==> images/registers.png <==
Bar = 20 um. Other sequential cells in the stronger grey, the rest of the logic in the fainter grey.
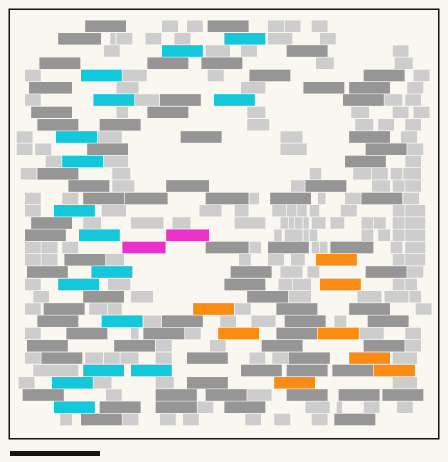
==> images/metal_stack.png <==
Bar = 20 um.
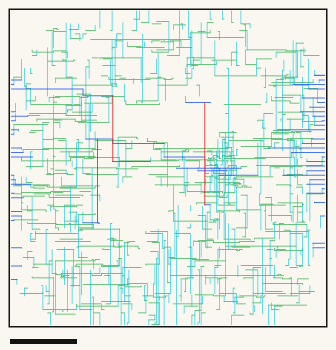
==> images/final_congestion.png <==
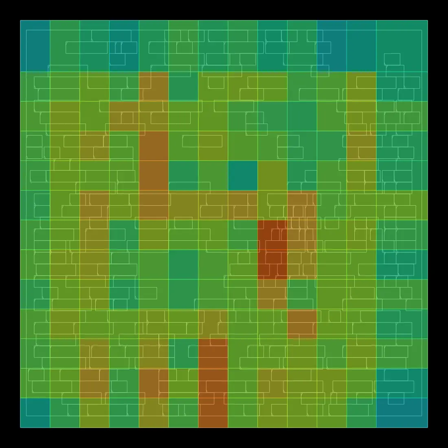
## src/rtl/gb_cart_bus_if.sv

```systemverilog
// Game Boy cartridge-bus slave: synchronises /RD, /WR, /CS, address and pad data,
// runs read/write transactions to a memory backend and drives the data pads.
// Optional read-ack timeout: define GB_BUS_TIMEOUT_EN.
module gb_cart_bus_if #(
  parameter int ADDR_WIDTH     = 16,
  parameter int DATA_WIDTH     = 8,
  parameter int SYNC_STAGES    = 2,
  parameter int TIMEOUT_CYCLES = 32
) (
  input  logic                  clk,
  input  logic                  rst_n,
  input  logic [ADDR_WIDTH-1:0] gb_addr,
  input  logic                  gb_rd_n,
  input  logic                  gb_wr_n,
  input  logic                  gb_cs_n,
  input  logic [DATA_WIDTH-1:0] pad_rx,
  output logic [DATA_WIDTH-1:0] pad_tx,
  output logic [DATA_WIDTH-1:0] pad_oe,
  output logic                  mem_rd_req,
  input  logic                  mem_rd_ack,
  input  logic [DATA_WIDTH-1:0] mem_rd_data,
  output logic [ADDR_WIDTH-1:0] mem_addr,
  output logic                  mem_ram_sel,
  output logic                  mem_wr_stb,
  output logic [DATA_WIDTH-1:0] mem_wr_data,
  output logic                  busy
`ifdef GB_BUS_TIMEOUT_EN
  ,
  output logic                  timeout_stb
`endif
);

  localparam logic [1:0] IDLE     = 2'd0;
  localparam logic [1:0] RD_WAIT  = 2'd1;
  localparam logic [1:0] RD_DRIVE = 2'd2;
  localparam logic [1:0] WR_WAIT  = 2'd3;

  // Synchroniser chains; address and data share the strobe depth so they stay aligned.
  logic [SYNC_STAGES-1:0] rd_sync_q, wr_sync_q, cs_sync_q;
  logic [ADDR_WIDTH-1:0]  addr_sync_q [SYNC_STAGES];
  logic [DATA_WIDTH-1:0]  rx_sync_q   [SYNC_STAGES];
  logic                   rd_d1_q, wr_d1_q;
  logic [DATA_WIDTH-1:0]  rx_d1_q;

  always_ff @(posedge clk or negedge rst_n) begin
    if (!rst_n) begin
      rd_sync_q <= '1;
      wr_sync_q <= '1;
      cs_sync_q <= '1;
      for (int i = 0; i < SYNC_STAGES; i++) begin
        addr_sync_q[i] <= '0;
        rx_sync_q[i]   <= '0;
      end
      rd_d1_q <= 1'b1;
      wr_d1_q <= 1'b1;
      rx_d1_q <= '0;
    end else begin
      rd_sync_q      <= {rd_sync_q[SYNC_STAGES-2:0], gb_rd_n};
      wr_sync_q      <= {wr_sync_q[SYNC_STAGES-2:0], gb_wr_n};
      cs_sync_q      <= {cs_sync_q[SYNC_STAGES-2:0], gb_cs_n};
      addr_sync_q[0] <= gb_addr;
      rx_sync_q[0]   <= pad_rx;
      for (int i = 1; i < SYNC_STAGES; i++) begin
        addr_sync_q[i] <= addr_sync_q[i-1];
        rx_sync_q[i]   <= rx_sync_q[i-1];
      end
      rd_d1_q <= rd_sync_q[SYNC_STAGES-1];
      wr_d1_q <= wr_sync_q[SYNC_STAGES-1];
      rx_d1_q <= rx_sync_q[SYNC_STAGES-1];
    end
  end

  logic                  rd_s, wr_s, cs_s;
  logic [ADDR_WIDTH-1:0] addr_s;
  logic                  rd_fall, rd_rise, wr_fall, wr_rise;

  assign rd_s    = rd_sync_q[SYNC_STAGES-1];
  assign wr_s    = wr_sync_q[SYNC_STAGES-1];
  assign cs_s    = cs_sync_q[SYNC_STAGES-1];
  assign addr_s  = addr_sync_q[SYNC_STAGES-1];
  assign rd_fall = rd_d1_q & ~rd_s;
  assign rd_rise = ~rd_d1_q & rd_s;
  assign wr_fall = wr_d1_q & ~wr_s;
  assign wr_rise = ~wr_d1_q & wr_s;

  logic [1:0]            state_q, state_d;
  logic                  req_q, req_d;
  logic                  oe_q, oe_d;
  logic [DATA_WIDTH-1:0] tx_q, tx_d;
  logic [ADDR_WIDTH-1:0] addr_q, addr_d;
  logic                  sel_q, sel_d;
  logic                  stb_q, stb_d;
  logic [DATA_WIDTH-1:0] wdata_q, wdata_d;

`ifdef GB_BUS_TIMEOUT_EN
  localparam int CNT_W = $clog2(TIMEOUT_CYCLES + 1);
  logic [CNT_W-1:0] cnt_q, cnt_d;
  logic             tstb_q, tstb_d;
`endif

  always_comb begin
    state_d = state_q;
    req_d   = req_q;
    oe_d    = oe_q;
    tx_d    = tx_q;
    addr_d  = addr_q;
    sel_d   = sel_q;
    stb_d   = 1'b0;
    wdata_d = wdata_q;
`ifdef GB_BUS_TIMEOUT_EN
    cnt_d   = cnt_q;
    tstb_d  = 1'b0;
`endif
    case (state_q)
      IDLE: begin
        // Write wins when both strobes fall together.
        if (wr_fall) begin
          addr_d  = addr_s;
          sel_d   = ~cs_s;
          state_d = WR_WAIT;
        end else if (rd_fall && wr_s) begin
          addr_d  = addr_s;
          sel_d   = ~cs_s;
          req_d   = 1'b1;
          state_d = RD_WAIT;
`ifdef GB_BUS_TIMEOUT_EN
          cnt_d   = '0;
`endif
        end
      end
      RD_WAIT: begin
        // A host that releases /RD first aborts; a same-cycle ack is dropped.
        if (rd_rise) begin
          req_d   = 1'b0;
          state_d = IDLE;
        end else if (mem_rd_ack) begin
          tx_d    = mem_rd_data;
          req_d   = 1'b0;
          oe_d    = 1'b1;
          state_d = RD_DRIVE;
        end
`ifdef GB_BUS_TIMEOUT_EN
        else if (cnt_q == CNT_W'(TIMEOUT_CYCLES - 1)) begin
          tx_d    = '1;
          req_d   = 1'b0;
          oe_d    = 1'b1;
          tstb_d  = 1'b1;
          state_d = RD_DRIVE;
        end else begin
          cnt_d   = cnt_q + CNT_W'(1);
        end
`endif
      end
      RD_DRIVE: begin
        if (rd_rise) begin
          oe_d    = 1'b0;
          state_d = IDLE;
        end
      end
      WR_WAIT: begin
        if (wr_rise) begin
          wdata_d = rx_d1_q;
          stb_d   = 1'b1;
          state_d = IDLE;
        end
      end
      default: begin
        state_d = IDLE;
        req_d   = 1'b0;
        oe_d    = 1'b0;
      end
    endcase
  end

  always_ff @(posedge clk or negedge rst_n) begin
    if (!rst_n) begin
      state_q <= IDLE;
      req_q   <= 1'b0;
      oe_q    <= 1'b0;
      tx_q    <= '0;
      addr_q  <= '0;
      sel_q   <= 1'b0;
      stb_q   <= 1'b0;
      wdata_q <= '0;
    end else begin
      state_q <= state_d;
      req_q   <= req_d;
      oe_q    <= oe_d;
      tx_q    <= tx_d;
      addr_q  <= addr_d;
      sel_q   <= sel_d;
      stb_q   <= stb_d;
      wdata_q <= wdata_d;
    end
  end

`ifdef GB_BUS_TIMEOUT_EN
  always_ff @(posedge clk or negedge rst_n) begin
    if (!rst_n) begin
      cnt_q  <= '0;
      tstb_q <= 1'b0;
    end else begin
      cnt_q  <= cnt_d;
      tstb_q <= tstb_d;
    end
  end
  assign timeout_stb = tstb_q;
`endif

  assign pad_tx      = tx_q;
  assign pad_oe      = {DATA_WIDTH{oe_q}};
  assign mem_rd_req  = req_q;
  assign mem_addr    = addr_q;
  assign mem_ram_sel = sel_q;
  assign mem_wr_stb  = stb_q;
  assign mem_wr_data = wdata_q;
  assign busy        = (state_q != IDLE);

endmodule

```

## config.mk

```make
export PLATFORM = sky130hd
export DESIGN_NAME = gb_cart_bus_if
export DESIGN_NICKNAME = d
export VERILOG_FILES = /design/src/rtl/gb_cart_bus_if.sv
export SDC_FILE = /design/constraint.sdc
export NUM_CORES = 1
export LEC_CHECK = 0
export ABC_CLOCK_PERIOD_IN_PS = 1750
export CORE_MARGIN = 1
export CORE_UTILIZATION = 38
export DETAILED_ROUTE_END_ITERATION = 10
export GPL_TIMING_DRIVEN = 0
export PLACE_DENSITY = 0.65
export SYNTH_ARGS = -nofsm -noshare
export SYNTH_HDL_FRONTEND = slang
export SYNTH_SLANG_ARGS = --single-unit
```

## constraint.sdc

```tcl
create_clock -name clk -period 1.75 [get_ports clk]
set_input_delay 0.35 -clock clk [delete_from_list [all_inputs] [get_ports clk]]
set_output_delay 0.35 -clock clk [all_outputs]
set_load 0.005 [all_outputs]
```

==> results_slide.txt <==
Synthesis and Place & Route Summary

Synthesis
  – Xor/xnor share of the synthesized area: 0%
  – Post-synthesis chip area from yosys: 3268 sq um
  – Mux frac, synth: 13.48%
  – Number of flops mapped to enable cells by yosys: 0
  – Main flop type after synthesis: dfrtp_1
  – AND-OR/OR-AND Cells, Area Fraction: 2.144%
  – Dominant kind of combinational cell: multiplexers
  – Nets at Floorplan: 210
  – #FFs+latches synth: 102
  – Mapped Cells: 172

Global route
  – First-pass GRT wire length: 8031 um
  – All-layer global routing usage: 11.98%
  – GR Overflow Total: 0
  – Number of antenna violations at the first check in global routing: 0

Detailed routing
  – Detailed-router iteration count before antenna repair: 4
  – Vias after detailed routing: 1662
  – DR DRC count: 0
  – Sum of routed wire length over all layers: 4953 um
  – Number of design-rule violations left by the first detailed-router iteration: 45
  – Remaining antenna violation count after routing: 0

Pwr
  – Total design power: 6.657 mW
  – Peak VDD IR: 0.0006786 V
  – Cell leakage power: 2.054 nW
  – Power density over the cells: 1485 nW/um^2
  – Switching portion of total power: 25.50%
  – Internal power contribution: 4.960 mW

Placement
  – Detailed placer's ending HPWL: 3209 um

CTS
  – Maximum root-to-sink buffer count: 2
  – Clock sink count: 102
  – Reg clk slew, reported paths: 0.10 ns
  – Number of H-tree levels: 3
  – Clk root buf: clkbuf_8
  – CTS Hold Bufs: 0

Layout
  – Relative area change from synthesis to final layout: 37.17%
  – Fillers: 699
  – Fin nets: 309

Flow run
  – # Max-Cap Violations: 0
  – OpenROAD warning count: 28

Timing
  – Total count of hold-check failures in the final report: 0
  – Fraction of the cycle the final worst path needs: 98.25%
  – Pin slew with the least headroom to its limit: 0.6507 ns
  – Final Setup Violations: 0
  – Minimum setup slack in the final design: 0.03071 ns
  – Worst clock skew: 0.01066 ns
  – Tightest slew margin relative to the limit: 56.62%

Floorplanning
  – Overall die height: 94.74 um
  – DIE AREA: 8976 sq um

Outcome
  – Result of the run: finished, final reports clean

Worst hold path
  – HP Class: primary input to asynchronous set/reset pin
Notes on registers.png above:
legend:
  magenta:
    signal: wr_sync_q
    sequential_cells: 2
  orange:
    signal: rx_d1_q
    sequential_cells: 8
  cyan:
    signal: addr_s
    sequential_cells: 16
not coloured: 76
Final Util: 54.29%
footprint of the flip-flops and latches: 2564 sq um
power attributed to sequential cells: 3.12 mW
sequential cell area share: 57.19%

Notes on metal_stack.png above:
legend:
  cyan:
    layer: met2
    wire_length: 2330 um
  blue:
    layer: met3
    wire_length: 339 um
  red:
    layer: met4
    wire_length: 75.5 um
  green:
    layer: met1
    wire_length: 2210 um

Notes on final_congestion.png above:
Top Usage Layer GRT: met2
Routed wire per std cell: 13.00 um
fraction of met2 tracks used by global routing: 19.36%
M1 GR Usage: 15.00%

-- worst max-delay path, stage by stage, from the launching register on --
cell	delay, ns
dfstp_2	0.55
or2b_1	0.26
or3_4	0.35
buf_4	0.17
mux2_4	0.29
-- cell families after synthesis --
family	after synthesis
AND-OR/OR-AND	9
buffers and inverters	16
flip-flops	102
multiplexers	34
AND/OR/NAND/NOR	11
-- final timing paths --
kind | from | end | slack, ns | cells after the start
setup / recovery | wr_sync_q[1] | mem_wr_data[2] | 0.03 | 4
hold / removal | rst_n | addr_s[6] | 0.003 | 1
setup reg to reg | wr_sync_q[1] | mem_wr_data[2] | 0.03 | 4
hold reg to reg | rx_sync_q[0] | rx_d1_q[0] | 0.35 | 0
max in group asynchronous | rst_n | rd_d1_q | 1.02 | 2
min in group clk | rx_sync_q[0] | rx_d1_q[0] | 0.35 | 0
-- area by class of cell --
class / instances / area share, %
inverters: 4 / 0.3349
clock buffers: 9 / 2.763
flip-flops and latches: 102 / 57.19
multi-input cells: 54 / 13.12
well taps: 105 / 2.931
repair buffers: 88 / 19.73
clock inverters: 7 / 1.535
plain buffers: 12 / 2.400
-- cells in the mapped netlist (2+ instances only) --
library cell  count  area share, %
mux2i_1           2           0.61
dfstp_2           8            6.4
dfrtp_1          94             72
nand2b_1          2           0.38
inv_1             4           0.46
mux2_2           16            5.5
mux2_4           16            7.4
o21ai_0           2           0.31
a21oi_1           3           0.46
buf_4             8            1.8
buf_6             2           0.69
-- power groups by stage --
stage	Sequential, mW	Combinational [mW]	Clock, mW
after floorplan	3.19	0.852	0
after global placement	3.18	2.04	0
after detailed placement	3.20	2.09	0
after CTS	3.14	2.16	1.47
after global routing	3.19	2.32	1.56
final	3.12	2.14	1.39
-- stage by stage --
| step | utilization (%) | std cells | area (sq um) | TNS, ns | hold WS (ns) |
|---|---|---|---|---|---|
| global route | 54.29 | 381 | 4483 | -0.02193 | 0.05008 |
| detailed placement | 51.29 | 359 | 4235 | -0.7028 | 0.3347 |
| CTS | 53.80 | 378 | 4443 | -0.1556 | 0.02124 |
| floorplan | - | 172 | 3268 | 0 | 0.05441 |
| finish | 54.29 | 381 | 4483 | 0 | 0.002793 |
| global placement | 50.98 | 358 | 4210 | -324.89 | 0.3314 |
-- routing by layer --
metal	vias up	GRT usage (%)	wire length, um
met5	-	0	0
met3	7	3.140	338
li1	765	-	-
met2	66	19.36	2326
met4	0	5.682	75
met1	824	15.00	2213
-- placed cells by master, fill, tap and decap left out, types with 2 or more instances in the layout --
cell type,n
dfrtp_1,93
clkdlybuf4s50_1,71
buf_4,18
mux2_2,16
mux2_4,16
clkbuf_8,9
dfstp_2,8
dlymetal6s2s_1,5
inv_1,4
a21oi_1,3
buf_6,2
nand2b_1,2
mux2i_1,2
o21ai_0,2
inv_8,2
-- repair_timing --
action / in CTS / in global routing
pin swaps: 0 / 0
hold endpoints to repair: 0 / 0
buffers inserted: 3 / 2
gates resized: 5 / 8
endpoints found under the setup margin: 9 / 13
cloned: 0 / 1
No activity file was given, so power comes from the tool's default toggle rates.
